## config.mk

```make
export PLATFORM = sky130hd
export DESIGN_NAME = imem_loader
export DESIGN_NICKNAME = d
export VERILOG_FILES = /design/src/rtl/imem_loader.sv
export SDC_FILE = /design/constraint.sdc
export NUM_CORES = 1
export LEC_CHECK = 0
export CORE_MARGIN = 1.5
export CORE_UTILIZATION = 49
export DETAILED_ROUTE_END_ITERATION = 12
export PLACE_DENSITY = 0.86
export SYNTH_ARGS = -nofsm -noshare
export SYNTH_HDL_FRONTEND = slang
export SYNTH_SLANG_ARGS = --single-unit
```

## constraint.sdc

```tcl
create_clock -name clk -period 3.3 [get_ports clk]
set_input_delay 0.99 -clock clk [delete_from_list [all_inputs] [get_ports clk]]
set_output_delay 0.99 -clock clk [all_outputs]
set_load 0.005 [all_outputs]
```

## src/rtl/imem_loader.sv

```systemverilog
// Boot loader: assembles little-endian words from a byte stream into instruction memory,
// pads the remainder with nop_word, and holds the core in reset until finished.
// Optional build macro: LOADER_CHECKSUM_EN (trailing XOR checksum byte after the data).
module imem_loader #(
  parameter int          mem_size = 6,
  parameter logic [31:0] nop_word = 32'h00000003
) (
  input  logic        clk,
  input  logic        rst,
  input  logic        start,
  input  logic        byte_valid,
  input  logic [7:0]  byte_data,
  output logic        byte_ready,
  output logic        wr_en,
  output logic [31:0] wr_addr,
  output logic [31:0] wr_data,
  output logic        cpu_hold,
  output logic        done,
  output logic        error
);

  localparam int             IW    = $clog2(mem_size + 1);
  localparam logic [7:0]     MEM8  = 8'(mem_size);
  localparam logic [IW-1:0]  MEMI  = IW'(mem_size);
  localparam logic [IW-1:0]  LASTI = IW'(mem_size - 1);

  typedef enum logic [2:0] {
    S_IDLE  = 3'd0,
    S_COUNT = 3'd1,
    S_DATA  = 3'd2,
`ifdef LOADER_CHECKSUM_EN
    S_CHECK = 3'd3,
`endif
    S_FILL  = 3'd4,
    S_DONE  = 3'd5,
    S_ERROR = 3'd6
  } state_t;

  state_t        state, state_next;
  logic [IW-1:0] word_cnt;
  logic [IW-1:0] word_idx;
  logic [1:0]    byte_idx;
  logic [23:0]   asm_q;
  logic          accept;
  logic          restart;
`ifdef LOADER_CHECKSUM_EN
  logic [7:0]    csum;
`endif

  // Handshake: a byte moves on a rising edge where byte_valid && byte_ready; the source
  // may drop byte_valid at any time, and byte_ready depends only on the state register.
  always_comb begin
    state_next = state;
    byte_ready = 1'b0;
    cpu_hold   = 1'b1;
    done       = 1'b0;
    error      = 1'b0;
    restart    = 1'b0;
    case (state)
      S_IDLE: begin
        if (start) begin
          restart    = 1'b1;
          state_next = S_COUNT;
        end
      end
      S_COUNT: begin
        byte_ready = 1'b1;
        if (byte_valid) begin
          if (byte_data == 8'd0 || byte_data > MEM8) state_next = S_ERROR;
          else                                      state_next = S_DATA;
        end
      end
      S_DATA: begin
        byte_ready = 1'b1;
        if (byte_valid && byte_idx == 2'd3 && word_idx == word_cnt - IW'(1)) begin
`ifdef LOADER_CHECKSUM_EN
          state_next = S_CHECK;
`else
          state_next = S_FILL;
`endif
        end
      end
`ifdef LOADER_CHECKSUM_EN
      S_CHECK: begin
        byte_ready = 1'b1;
        if (byte_valid) state_next = (byte_data == csum) ? S_FILL : S_ERROR;
      end
`endif
      S_FILL: begin
        // The last pad write is issued on the same edge that enters DONE.
        if (word_idx >= LASTI) state_next = S_DONE;
      end
      S_DONE: begin
        cpu_hold = 1'b0;
        done     = 1'b1;
        if (start) begin
          restart    = 1'b1;
          state_next = S_COUNT;
        end
      end
      S_ERROR: begin
        error = 1'b1;
        if (start) begin
          restart    = 1'b1;
          state_next = S_COUNT;
        end
      end
      default: state_next = S_IDLE;
    endcase
  end

  assign accept = byte_valid && byte_ready;

  always_ff @(posedge clk or posedge rst) begin
    if (rst) state <= S_IDLE;
    else     state <= state_next;
  end

  always_ff @(posedge clk or posedge rst) begin
    if (rst) begin
      wr_en    <= 1'b0;
      wr_addr  <= 32'd0;
      wr_data  <= 32'd0;
      word_cnt <= '0;
      word_idx <= '0;
      byte_idx <= 2'd0;
      asm_q    <= 24'd0;
`ifdef LOADER_CHECKSUM_EN
      csum     <= 8'd0;
`endif
    end else begin
      wr_en <= 1'b0;
      if (restart) begin
        word_idx <= '0;
        byte_idx <= 2'd0;
`ifdef LOADER_CHECKSUM_EN
        csum     <= 8'd0;
`endif
      end
      case (state)
        S_COUNT: begin
          if (accept) begin
            word_cnt <= byte_data[IW-1:0];
            word_idx <= '0;
            byte_idx <= 2'd0;
          end
        end
        S_DATA: begin
          if (accept) begin
`ifdef LOADER_CHECKSUM_EN
            csum <= csum ^ byte_data;
`endif
            byte_idx <= byte_idx + 2'd1;
            if (byte_idx == 2'd3) begin
              wr_en    <= 1'b1;
              wr_addr  <= 32'({word_idx, 2'b00});
              wr_data  <= {byte_data, asm_q};
              word_idx <= word_idx + IW'(1);
            end else begin
              // Shift right so byte 0 ends up in the low lane after three bytes.
              asm_q <= {byte_data, asm_q[23:8]};
            end
          end
        end
        S_FILL: begin
          if (word_idx < MEMI) begin
            wr_en    <= 1'b1;
            wr_addr  <= 32'({word_idx, 2'b00});
            wr_data  <= nop_word;
            word_idx <= word_idx + IW'(1);
          end
        end
        default: ;
      endcase
    end
  end

endmodule

```

Cell area per tile:
The die is cut into 8 by 8 equal tiles; black is low, pale yellow is high, 0 to 100% covered.
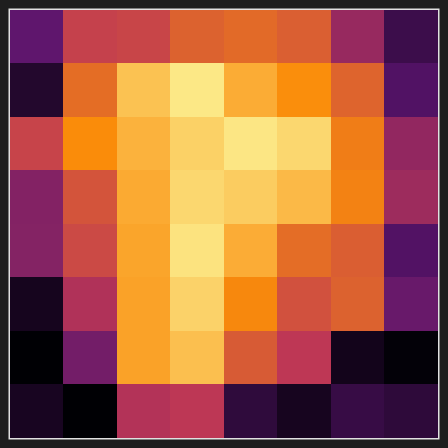
tiles over 75% full: 30%
mean over tiles: 54%
emptiest ninth of the die: south-east
densest ninth of the die: centre

Sizing map:
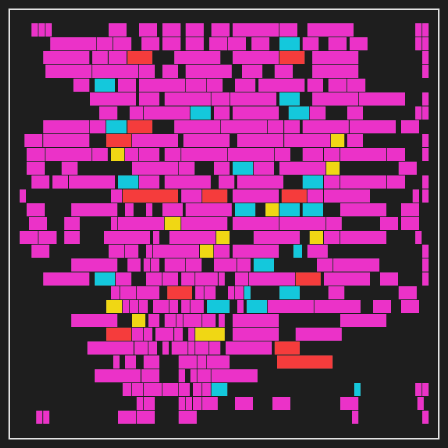
| size | colour | cells | share |
|---|---|---|---|
| _2 cells | cyan | 21 | 6.6% |
| _3 and _4 cells | yellow | 11 | 3.5% |
| _0 and _1 cells | magenta | 272 | 86% |
| _6 and larger | red | 12 | 3.8% |

==> reports/README.md <==
| Quantity | This run |
|:---|:---|
| Multi-input combinational gate total | 162 |
| F_max | 0.346 GHz |
| Worst clock skew on the final layout | 0.0124 ns |
| Number of max-slew violations in the final report | 0 |
| Growth of design area from synthesis to finish | 20.9% |
| H-Tree Depth | 3 |
| Final tally of setup violations | 0 |
| Outcome | completed |
| Combinational share of cell area | 0.309 |
| Via count | 2092 |
| Hold Violations, Final | 0 |
| Initial drt markers | 149 |
| Via count of the first global-routing pass | 2053 |
| Starting density of the core | 0.508 |
| Clock group | 0.762 mW |
| Antenna violations before repair | 0 |
| Placeable core region | 6350 um2 |
| Sw Ratio | 0.316 |
| Buffers on Ports | 51 |
| Die Y | 84.2 um |
| Number of rows in the core area | 29 |
| Most congested layer reported by global routing | met2 |
| Sequential-to-total area share from yosys stat | 0.551 |
| Wire length on met2 | 2.88 mm |
| Mean area per synthesized cell | 12.4 um2 |
| Dominant logic cell type in the layout | dfrtp_1 |
| Top power group | registers |
| Power share of the sequential group | 0.448 |
| Repair and plain buffers | 59 |
| CTS root buf | clkbuf_8 |
| Post-Place Worst Slack | 0.376 ns |
| Combinational power share | 0.280 |
| Setup repair after global routing missed its margin | no |
| Peak VDD IR | 0.399 mV |
| All-Layer GR Usage | 0.182 |
| Internal power summed over all cells | 1.92 mW |
| Most numerous logic cells after layout | dfrtp_1, clkdlybuf4s50_1, a22o_1 |
| Tool warnings | 27 |
| Filler Cell Count | 491 |
| Sink Count | 71 |
| Post-Place Cells | 378 |
| Clock group share of total power | 0.272 |
| Sum of met3 wire segment lengths after detailed routing | 303 um |
| Leakage Power | 1.82 nW |
Sequential cells grouped by signal name:
Other sequential cells in the stronger grey, the rest of the logic in the fainter grey.
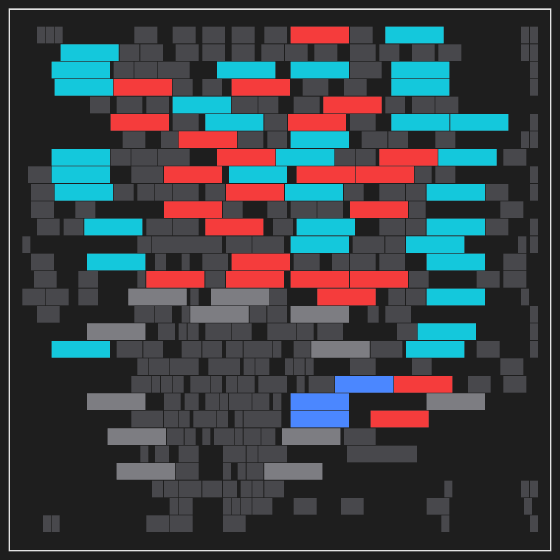
| name in the netlist | colour | sequential cells |
|---|---|---|
| asm_q | red | 24 |
| wr_data | cyan | 32 |
| wr_addr | blue | 3 |
not coloured: 12

No activity file was given, so power comes from the tool's default toggle rates.
